===== config.mk =====
export PLATFORM = sky130hd
export DESIGN_NAME = data_consuming_block_flat
export DESIGN_NICKNAME = d
export VERILOG_FILES = /design/src/rtl/data_consuming_block_if.sv /design/src/rtl/data_consuming_block.sv /design/src/flat_wrapper.sv
export SDC_FILE = /design/constraint.sdc
export NUM_CORES = 1
export LEC_CHECK = 0
export CORE_MARGIN = 5
export CORE_UTILIZATION = 55
export CTS_BUF_LIST = sky130_fd_sc_hd__clkbuf_4
export DETAILED_ROUTE_END_ITERATION = 10
export DONT_BUFFER_PORTS = 1
export MAX_ROUTING_LAYER = met4
export PLACE_DENSITY = 0.74
export SETUP_SLACK_MARGIN = 0.15
export SYNTH_ARGS = -nofsm -noshare
export SYNTH_HDL_FRONTEND = slang
export SYNTH_SLANG_ARGS = --single-unit
export TNS_END_PERCENT = 20

===== constraint.sdc =====
create_clock -name clk -period 2.9 [get_ports clk]
set_input_delay 0.58 -clock clk [delete_from_list [all_inputs] [get_ports clk]]
set_output_delay 0.58 -clock clk [all_outputs]
set_load 0.02 [all_outputs]

===== src/rtl/data_consuming_block_if.sv =====
// Upstream valid/ready byte channel into data_consuming_block.
// The producer drives master; the consumer uses slave.
interface data_consuming_block_if;
  logic       valid_in;
  logic [7:0] data_in;
  logic       ready_out;

  modport master (
    output valid_in,
    output data_in,
    input  ready_out
  );

  modport slave (
    input  valid_in,
    input  data_in,
    output ready_out
  );
endinterface


===== src/rtl/data_consuming_block.sv =====
// Far-end sink: buffers upstream bytes in a small FIFO, drains them at a throttled rate and
// checks that drained bytes form a +1 (mod 256) sequence.
module data_consuming_block #(
  parameter int unsigned DEPTH     = 4,
  parameter int unsigned DRAIN_DIV = 3,
  parameter int unsigned LOCK_CNT  = 2
) (
  input  logic                      clk,
  input  logic                      rst,
  data_consuming_block_if.slave     up,
  input  logic                      drain_en,
  output logic [$clog2(DEPTH):0]    fifo_level,
  output logic [15:0]               rx_count,
  output logic [15:0]               err_count,
  output logic                      seq_err,
  output logic                      sync_ok,
  output logic [7:0]                last_data
);

  localparam int unsigned AW = $clog2(DEPTH);
  localparam int unsigned CW = (DRAIN_DIV > 1) ? $clog2(DRAIN_DIV) : 1;
  localparam int unsigned GW = $clog2(LOCK_CNT + 1);

  localparam logic [AW:0]   LevelFull = (AW + 1)'(DEPTH);
  localparam logic [CW-1:0] ThrMax    = CW'(DRAIN_DIV - 1);
  localparam logic [GW-1:0] GoodLast  = GW'(LOCK_CNT - 1);

  typedef enum logic [1:0] {StHunt, StLock, StResync} state_e;

  logic [7:0]    mem_q [DEPTH];
  logic [AW-1:0] wr_ptr_q, rd_ptr_q;
  logic [AW:0]   level_q;
  logic [CW-1:0] thr_q;

  state_e        state_q;
  logic [7:0]    exp_q;
  logic [GW-1:0] good_q;
  logic [15:0]   rx_q, err_q;
  logic          seq_err_q;
  logic [7:0]    last_q;

  logic       push, thr_hit, pop, mismatch;
  logic [7:0] pop_word;

  // ready depends only on registered level, never on valid_in
  assign up.ready_out = (level_q != LevelFull);
  assign push         = up.valid_in && up.ready_out;
  assign thr_hit      = drain_en && (thr_q == ThrMax);
  assign pop          = thr_hit && (level_q != '0);
  assign pop_word     = mem_q[rd_ptr_q];
  assign mismatch     = (state_q != StHunt) && (pop_word != exp_q);

  always_ff @(posedge clk) begin
    if (push) begin
      mem_q[wr_ptr_q] <= up.data_in;
    end
  end

  always_ff @(posedge clk or posedge rst) begin
    if (rst) begin
      wr_ptr_q <= '0;
      rd_ptr_q <= '0;
      level_q  <= '0;
      thr_q    <= '0;
    end else begin
      if (push) wr_ptr_q <= wr_ptr_q + 1'b1;
      if (pop)  rd_ptr_q <= rd_ptr_q + 1'b1;
      if (push && !pop) begin
        level_q <= level_q + 1'b1;
      end else if (pop && !push) begin
        level_q <= level_q - 1'b1;
      end
      // throttle wraps on its last phase even when there is nothing to pop
      if (drain_en) thr_q <= thr_hit ? '0 : thr_q + 1'b1;
    end
  end

  always_ff @(posedge clk or posedge rst) begin
    if (rst) begin
      state_q   <= StHunt;
      exp_q     <= '0;
      good_q    <= '0;
      rx_q      <= '0;
      err_q     <= '0;
      seq_err_q <= 1'b0;
      last_q    <= '0;
    end else if (pop) begin
      last_q <= pop_word;
      exp_q  <= pop_word + 8'd1;
      if (rx_q != 16'hFFFF) rx_q <= rx_q + 16'd1;
      if (mismatch) begin
        seq_err_q <= 1'b1;
        if (err_q != 16'hFFFF) err_q <= err_q + 16'd1;
      end
      unique case (state_q)
        StHunt: state_q <= StLock;
        StLock: begin
          if (mismatch) begin
            good_q  <= '0;
            state_q <= StResync;
          end
        end
        StResync: begin
          if (mismatch) begin
            good_q <= '0;
          end else if (good_q == GoodLast) begin
            good_q  <= '0;
            state_q <= StLock;
          end else begin
            good_q <= good_q + 1'b1;
          end
        end
        default: state_q <= StHunt;
      endcase
    end
  end

  assign fifo_level = level_q;
  assign rx_count   = rx_q;
  assign err_count  = err_q;
  assign seq_err    = seq_err_q;
  assign sync_ok    = (state_q == StLock);
  assign last_data  = last_q;

endmodule


===== src/flat_wrapper.sv =====
// flat-port wrapper written by rule: the top's interface ports become plain ports
module data_consuming_block_flat 
#(
  parameter int unsigned DEPTH     = 4,
  parameter int unsigned DRAIN_DIV = 3,
  parameter int unsigned LOCK_CNT  = 2
)
  (clk, rst, drain_en, fifo_level, rx_count, err_count, seq_err, sync_ok, last_data, up_valid_in, up_data_in, up_ready_out);
  data_consuming_block_if up_i ();
  input  logic clk;
  input  logic rst;
  input  logic drain_en;
  output logic [$clog2(DEPTH):0] fifo_level;
  output logic [15:0] rx_count;
  output logic [15:0] err_count;
  output logic seq_err;
  output logic sync_ok;
  output logic [7:0] last_data;
  input wire logic [$bits(up_i.valid_in)-1:0] up_valid_in;
  input wire logic [$bits(up_i.data_in)-1:0] up_data_in;
  output wire logic [$bits(up_i.ready_out)-1:0] up_ready_out;
  assign up_i.valid_in = up_valid_in;
  assign up_i.data_in = up_data_in;
  assign up_ready_out = up_i.ready_out;
  data_consuming_block #(.DEPTH(DEPTH), .DRAIN_DIV(DRAIN_DIV), .LOCK_CNT(LOCK_CNT)) u_core (.clk(clk), .rst(rst), .up(up_i), .drain_en(drain_en), .fifo_level(fifo_level), .rx_count(rx_count), .err_count(err_count), .seq_err(seq_err), .sync_ok(sync_ok), .last_data(last_data));
endmodule

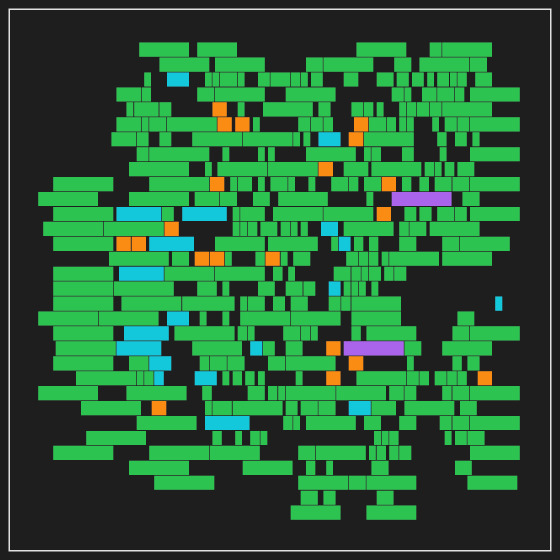
Figure 1: run 1, drive-strength map.
| size | color | cells | share |
|---|---|---|---|
| x2 | cyan | 19 | 5.2% |
| x6 and larger | purple | 2 | 0.55% |
| x3 and x4 | orange | 20 | 5.5% |
| x1 and smaller | green | 323 | 89% |

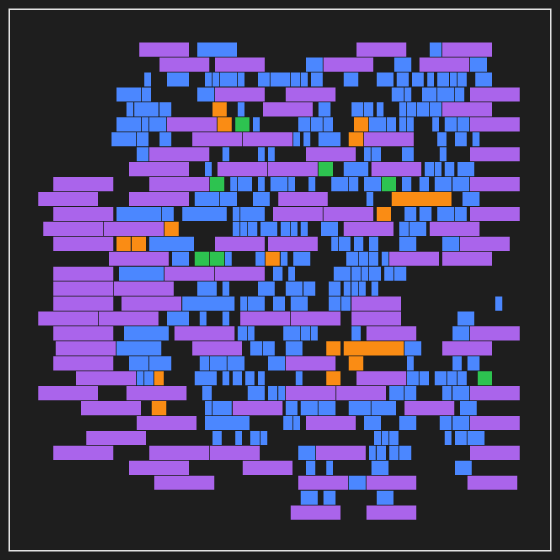
Figure 2: run 1, cells colored by class.
| class | color | cells | share of their area |
|---|---|---|---|
| clock drivers and dummy loads | orange | 16 | 3.7% |
| remaining buffers and delay cells | green | 7 | 1.2% |
| remaining logic cells | blue | 247 | 38% |
| registers | purple | 94 | 57% |

==> summary.txt, run 1 <==
On the backend side, the flow ran end to end.

The net count entering floorplan stands at about 380. The pre-CTS setup slack stands at ~430 ps. The run finished with clean final reports. The initial core utilization stands at about 56%. Across the run, the number of max-cap violations was 0. The number of top-level pins stands at roughly 58. The final timing report counts setup violations totalling 0. The timing report attributes the biggest portion of critical-path delay to simple AND/OR/NAND/NOR gates. The maximum number of pins on one net before global-route repair stands at 34. The core footprint stands at about 7600 um2.

The remaining routing DRC violations stands at 0. The script computed a power per unit cell area of around 880 nW/um2. In the synthesized netlist the async set-or-reset flop fraction comes to around two thirds. The routed wire length stands at ~7600 um.

Routability-driven placement finished with a final weighted congestion of 0.784. The buffer and inverter count on the worst path stands at 2. The number of warnings in the stage logs stands at 29. The worst path required time stands at 3210 ps. The critical path's slowest stage uses the library cell sky130_fd_sc_hd__mux4_2. No sink is reached through more buffers than the 2 on the longest clock path. From left edge to right edge, the die measures around 98 um.

At the worst endpoint, the arrival time is roughly 2800 ps. At the end of the flow, the number of nets in the layout was between 300 and 400. The delay of the slowest cell on the worst path stands at between 500 and 600 ps. The first global-routing pass estimated 13,400 um of wire. The synthesized chip area reported by yosys stands at 4290 um2. According to the floorplan log, the row count is 32. The remaining antenna violation count after routing stands at 0.

In this run the worst path has a maximum fanout of 11. The count of final hold-check violations stands at 0. The die is around 100 um tall. The number of cell instances after yosys synthesis stands at between 300 and 400. Per the synthesis report, the single largest cell type by area occupies between 30% and 40% of cell area. The via count of the first global-routing pass stands at ~2.7k. In this run the critical register-to-register path is launched from u_core.rd_ptr_q[0].

The cell resize tally after clock tree synthesis stands at 0. The timing report shows the most common cell along the critical path to be sky130_fd_sc_hd__buf_4. STA classifies the critical path startpoint as a flip-flop. The worst relative slew slack stands at a little under three fifths. The logic depth of the worst setup path including buffers stands at 8. The overall chip area stands at 9670 um2. The time the final worst path needs with I/O delays and setup stands at 2470 ps. Per the TritonCTS log, the buffer count is 9. Per the synth stats, the flop cell with the highest instance count is sky130_fd_sc_hd__dfrtp_1. Listed in order, past its start point the critical path passes buf_4, mux4_2, xnor2_1, nand4_1, nor2_2, buf_4, nor3_1, xor2_1.

The number of vias after detailed routing stands at between 2k and 3k. In this run the mean area of a mapped cell was ~12 um2. Per the synthesis report, the dominant area consumer among library cells is sky130_fd_sc_hd__dfrtp_1. The most common logic cells in the final layout are sky130_fd_sc_hd__dfrtp_1 (62), sky130_fd_sc_hd__nand2_1 (50), sky130_fd_sc_hd__edfxtp_1 (32). The max-slew violation count stands at 0.
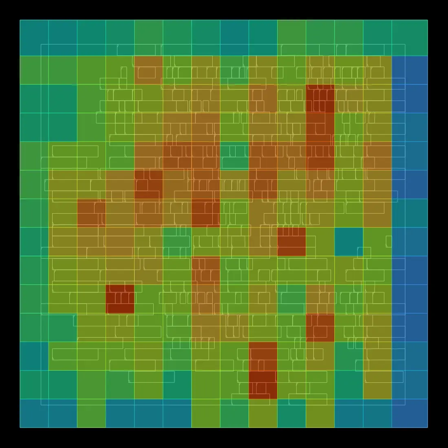
Figure 3: run 1, track usage over the die.
met1 routing resource usage after global routing: 21.1%
wire length per cell: 16.4 um

## run 1: logic make-up after synthesis
logic type,after synthesis,share of synthesized area (%)
and+or+nand+nor,138,16.0
AOI/OAI and AO/OA,25,3.29
xor gates and xnor gates,49,10.0
muxes,18,6.79
DFF,94,58.5
adders and majority gates,9,2.80
buffers and inverters,22,2.62
## run 1: cell usage after synthesis, drive strengths merged (2+ instances only)
cell and count:
and3 12, dfrtp 62, mux2 6, nor2 12, nand3 14, mux4 8
or2 2, and4 2, mux2i 4, ha 8, buf 5, nand4 12
and2 2, nand2b 3, nor3 15, xnor2 30, clkbuf 9, o21ai 16
a21oi 3, nor4 7, or3 2, inv 8, nor2b 2, nand2 50
edfxtp 32, xor2 19
## run 1: per-stage QoR
stage	util [%]	area, um2	total power, W	cells	hold WS, ps
2_1_floorplan	-	4290	0.00302	355	463
3_3_place_gp	57.4	4390	0.00323	450	480
3_5_place_dp	57.4	4390	0.00328	450	485
4_1_cts	59.5	4550	0.00408	466	113
5_1_grt	59.5	4550	0.00431	466	135
6_report	59.5	4550	0.00403	466	106
## run 1: how the worst min path moves through the flow
stage | end | slack (ps) | cells past startpoint
6_report | u_core.err_count[10] | 110 | 1
3_3_place_gp | u_core.exp_q[1] | 480 | 2
2_1_floorplan | u_core.thr_q[1] | 460 | 2
5_1_grt | u_core.err_count[10] | 130 | 1
3_5_place_dp | u_core.exp_q[1] | 490 | 2
4_1_cts | u_core.err_count[10] | 110 | 1
## run 1: flip-flops by register name, summed over array words and instances (netlist names)
| register | count |
|---|---|
| u_core.good_q | 2 |
| u_core.rx_count | 16 |
| u_core.fifo_level | 3 |
| u_core.seq_err | 1 |
| u_core.thr_q | 2 |
| u_core.rd_ptr_q | 2 |
| u_core.exp_q | 8 |
| u_core.mem_q | 32 |
| u_core.state_q | 2 |
| u_core.err_count | 16 |
| u_core.last_data | 8 |
| u_core.wr_ptr_q | 2 |
## run 1: worst reg2reg max path, cell delays in order, from the launching register on
cell and delay [ps]:
sky130_fd_sc_hd__dfrtp_1 370, sky130_fd_sc_hd__buf_4 200, sky130_fd_sc_hd__mux4_2 580, sky130_fd_sc_hd__xnor2_1 210, sky130_fd_sc_hd__nand4_1 170, sky130_fd_sc_hd__nor2_2 340
sky130_fd_sc_hd__buf_4 250, sky130_fd_sc_hd__nor3_1 80, sky130_fd_sc_hd__xor2_1 160
## run 1: metal layers
layer	vias up	routed length, um	global-route usage, %
li1	1257	-	-
met1	1290	3110	21.1
met4	0	45	6.62
met2	64	4040	28.6
met3	7	449	5.00
met5	-	0	-
## run 1: cell type report
class	instances	area share, %
Clock buffer	12	1.98
Timing Repair Buffer	7	1.15
Clock inverter	4	1.59
Sequential cell	94	55.2
Multi-Input combinational cell	239	36.6
Inverter	8	0.660
Tap cell	102	2.80
## run 1: where the power goes
group	switching, W	total (W)	leakage [nW]	internal (W)
Clock	0.000416	0.000795	0.0875	0.000379
Sequential	0.000446	0.00213	1.09	0.00169
Combinational	0.000572	0.00110	0.756	0.000528
Figure 4. Cell area per tile (run 1).
Bar = 20 um. 10 x 10 tiles, from dark blue (low) to red (high), 0 to 100% covered.
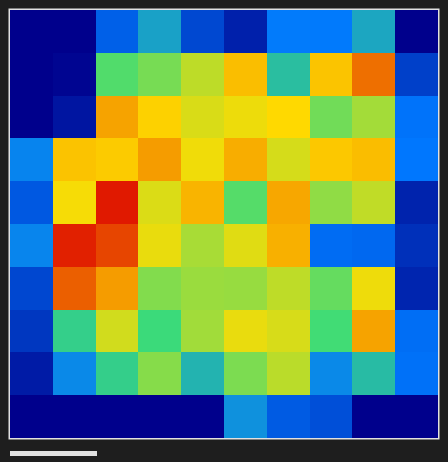

==> run 2, diff against run 1 <==
--- a/config.mk
+++ b/config.mk
@@ -5,14 +5,17 @@
 export SDC_FILE = /design/constraint.sdc
 export NUM_CORES = 1
 export LEC_CHECK = 0
+export ABC_AREA = 1
 export CORE_MARGIN = 5
 export CORE_UTILIZATION = 55
 export CTS_BUF_LIST = sky130_fd_sc_hd__clkbuf_4
+export CTS_CLUSTER_SIZE = 10
 export DETAILED_ROUTE_END_ITERATION = 10
 export DONT_BUFFER_PORTS = 1
 export MAX_ROUTING_LAYER = met4
 export PLACE_DENSITY = 0.74
 export SETUP_SLACK_MARGIN = 0.15
+export SKIP_LAST_GASP = 1
 export SYNTH_ARGS = -nofsm -noshare
 export SYNTH_HDL_FRONTEND = slang
 export SYNTH_SLANG_ARGS = --single-unit
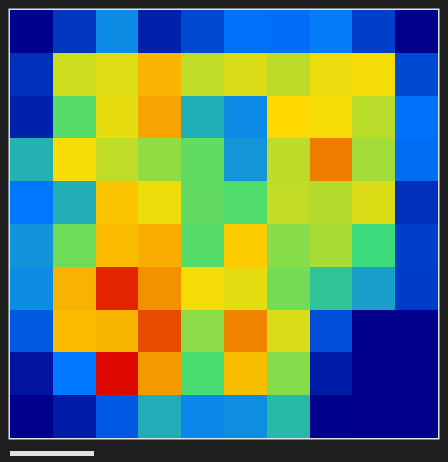
Figure 5: run 2, cell area per tile.
Bar = 20 um. 10 x 10 tiles, from dark blue (low) to red (high), 0 to 100% covered.
fullest tile: 99%
tiles over 75% full: 18%
mean over tiles: 46%
emptiest ninth of the die: lower right
final core utilization: 59.4%
Core Density at Floorplan: 56.4%
placeable core region: 8220 um2

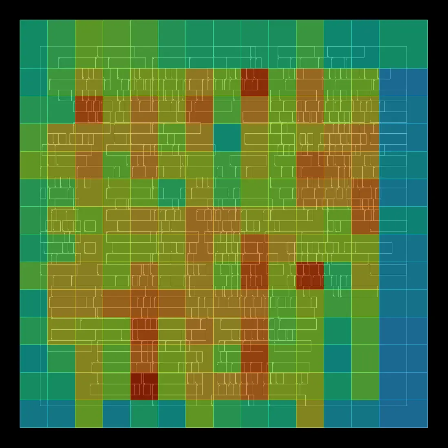
Figure 6: run 2, track usage over the die.
met2 GRT Util: 28.3%
met1 routing resource usage after global routing: 23.5%

==> summary.txt, run 2 <==
On the backend side, the flow ran end to end.

The run finished with clean final reports. The remaining antenna violation count after routing stands at 0 (unchanged). For this design, the sink count on the clock tree is around 94.

The total number of nets in the final design stands at 532 (+40%). Among logic cells in the layout, the one with the most instances is sky130_fd_sc_hd__nand2_1. The total CTS buffers stands at 9 (unchanged). Sorting the Yosys area breakdown by cell type puts at the top sky130_fd_sc_hd__dfrtp_1. Among all flip-flop cells after synthesis, the most frequent one is sky130_fd_sc_hd__dfrtp_1. The filler cell count in the final layout stands at around 660. The first-pass GRT wire length was 14,600 um (+9.0%).

TritonCTS built the clock tree. The height of the chip stands at 102 um (+3.5%). The antenna diode count stands at 0. The maximum number of pins on one net before global-route repair stands at 37 (+8.8%). The global routing usage summed across all routing layers stands at around 18%.

The buffer and inverter count on the worst path stands at 3 (+1). Per STA, the worst path accumulates the most delay in the family flip-flops. The critical path goes through inv_1, nand3_1, nand2_1, inv_1, ha_1, inv_1, fa_1, a21oi_1, o21ai_0, xor2_1.

The fraction of registers with async set/reset stands at 66.0% (unchanged). The number of rows created at floorplan stands at 33 (+3.1%). The cell area that synthesis handed to floorplanning was between 4000 and 5000 um2. In the layout the commonest cells are sky130_fd_sc_hd__nand2_1 (137), sky130_fd_sc_hd__dfrtp_1 (62), sky130_fd_sc_hd__inv_1 (59). The logic depth of the worst register-to-register path stands at 10.

Across the whole layout, storage elements account for between 2000 and 3000 um2. The count of final hold-check violations came to 0 (unchanged). The delay of the slowest cell on the worst path stands at 570 ps (about the same). The largest buffer count on any clock path stands at 2 (unchanged).

The time the final worst path needs with I/O delays and setup stands at 2340 ps (-131 ps). The flip-flop count of the largest register, all copies and words added stands at 32 (unchanged). Per the final layout report, the fraction of cells sized above drive strength 1 comes to 10.5%. The share of the clock period used by the worst path after layout stands at 80.7%. The routed wire length stands at 8710 um (+14%). The average detailed-routed wire length per instance came to 14.0 um (-15%). The floorplan die width came to 102 um (+3.5%).

The logic depth of the worst setup path including buffers is 10 (+2). The cell that appears most often on the critical path is sky130_fd_sc_hd__inv_1. Clock tree synthesis selected as its root buffer the cell sky130_fd_sc_hd__clkbuf_4. The worst setup path is of the reg2reg kind. The logic area stands at roughly 1800 um2. The number of top-level pins is 58 (unchanged). The distinct cell type count after synthesis stands at 34.

The script extracted a total leakage power of ~2.2 nW. The net count entering floorplan was 524 (+39%). The number of warnings in the stage logs was 29 (unchanged).

The number of max-cap violations stands at 0 (unchanged). The synthesized area divided by synthesized cell count stands at 9.21 um2 (-24%). The number of flops mapped to enable cells by yosys stands at 32. The min-delay analysis places its worst path in the category in2async. The max-slew violation count was 0 (unchanged).

The worst setup path is launched from a flip-flop. The overall chip area came to 10,400 um2 (+7.1%). The number of vias after detailed routing stands at 3,234 (+24%). The remaining routing DRC violations was 0 (unchanged).

The cell resize tally after clock tree synthesis is 0 (unchanged). The final layout reports a setup TNS of 0 ps. Of the synthesized area, sequential elements account for between 50% and 60%. The synthesized chip area reported by yosys stands at 4630 um2 (+8.0%).

The via count of the first global-routing pass was 3,113 (+15%). The worst path required time stands at 3220 ps (about the same). Among all stages on the critical path, the largest delay is contributed by sky130_fd_sc_hd__dfrtp_1. The placed wire-length estimate stands at roughly 6400 um. The minimum setup slack in the final design stands at about 560 ps.

By instance count, the leading cell after synthesis is sky130_fd_sc_hd__nand2_1. The largest fanout on the critical path stands at 6 (-5). The final tally of setup violations stands at 0 (unchanged).

The pre-CTS setup slack was 562 ps (+133 ps). Counting every instance in the synthesized netlist gives roughly 500. The worst path arrival time stands at 2660 ps (-120 ps). The final RePlAce weighted congestion was 0.845 (+7.8%).

The worst relative slew slack stands at 59.7% (+4.6 points). The initial antenna violation count stands at 0. For reference, the top cells by count after synthesis are sky130_fd_sc_hd__nand2_1 (137), sky130_fd_sc_hd__dfrtp_1 (62), sky130_fd_sc_hd__inv_1 (60), sky130_fd_sc_hd__nand3_1 (39), sky130_fd_sc_hd__nor2_1 (38).

Setup repair after global routing left no endpoint under its margin. Per the GRT congestion report, total overflow comes to 0. u_core.mem_q holds more flip-flops than any other register. The buffer count from post-CTS setup fixing stands at 0. The H-tree level count stands at 3. The routed design shows a via density per instance of 5.21. The proportion of netlist area held by the largest area contributor was 33.5% (-2.7 points). The main area contributors are sky130_fd_sc_hd__dfrtp_1 (33%), sky130_fd_sc_hd__edfxtp_1 (21%), sky130_fd_sc_hd__nand2_1 (11%), sky130_fd_sc_hd__inv_1 (4.9%), sky130_fd_sc_hd__xor2_1 (4.5%). The number of port buffers stands at 0. The ratio of total power to cell area stands at 877 nW/um2 (-0.92%). The number of cell instances after yosys synthesis stands at 503 (+42%).

The register bit total from synthesis stands at around 94.
[run 2: layer usage]
metal  track usage [%]  routed length, um
met5                 -                  0
met2              28.3               4210
met1              23.5               3900
met4              5.73                 87
met3              5.37                508
[run 2: cell type report]
cell class / count / area share, %
Clock buffer: 9 / 1.38
Multi-Input combinational cell: 335 / 36.8
Inverter: 63 / 4.90
Timing Repair Buffer: 8 / 1.49
Clock inverter: 7 / 1.28
Sequential cell: 94 / 51.5
Tap cell: 105 / 2.69
[run 2: final timing paths]
| kind | start | to | slack (ps) |
|---|---|---|---|
| worst max-delay path | u_core.fifo_level[0] | u_core.fifo_level[2] | 560 |
| worst min-delay path | rst | u_core.err_count[2] | 70 |
| worst max register to register | u_core.fifo_level[0] | u_core.fifo_level[2] | 560 |
| worst min register to register | u_core.good_q[1] | u_core.good_q[1] | 500 |
| max in group asynchronous | rst | u_core.thr_q[1] | 2210 |
| min in group clk | drain_en | u_core.thr_q[0] | 200 |
[run 2: kinds of logic (layout without fill, tap and decap cells)]
group | Yosys count | count (layout) | synth area share, %
and+or+nand+nor | 248 | 248 | 23.8
DFF | 94 | 94 | 54.2
buffers and inverters | 74 | 87 | 7.10
AOI/OAI and AO/OA | 42 | 42 | 5.48
xor gates and xnor gates | 35 | 35 | 6.61
adders and majority gates | 9 | 9 | 2.59
muxes | 1 | 1 | 0.243
[run 2: power breakdown]
group / internal, W / total [W] / switching [W] / leakage [nW]
Clock: 0.000195 / 0.000670 / 0.000475 / 0.0694
Combinational: 0.000506 / 0.00146 / 0.000953 / 0.998
Sequential: 0.00171 / 0.00215 / 0.000440 / 1.08
Total: 0.00241 / 0.00428 / 0.00187 / 2.15
[run 2: stage by stage]
stage	cell area (um2)	hold WS, ps	cells	utilization (%)	power [W]
after detailed placement	4750	467	605	57.8	0.00364
after floorplan	4630	437	503	-	0.00332
after global placement	4750	455	605	57.8	0.00358
final	4880	65.9	621	59.4	0.00428
after CTS	4880	54.1	621	59.4	0.00432
after global routing	4880	69.7	621	59.4	0.00462
Power is estimated from default activity; no workload was simulated.
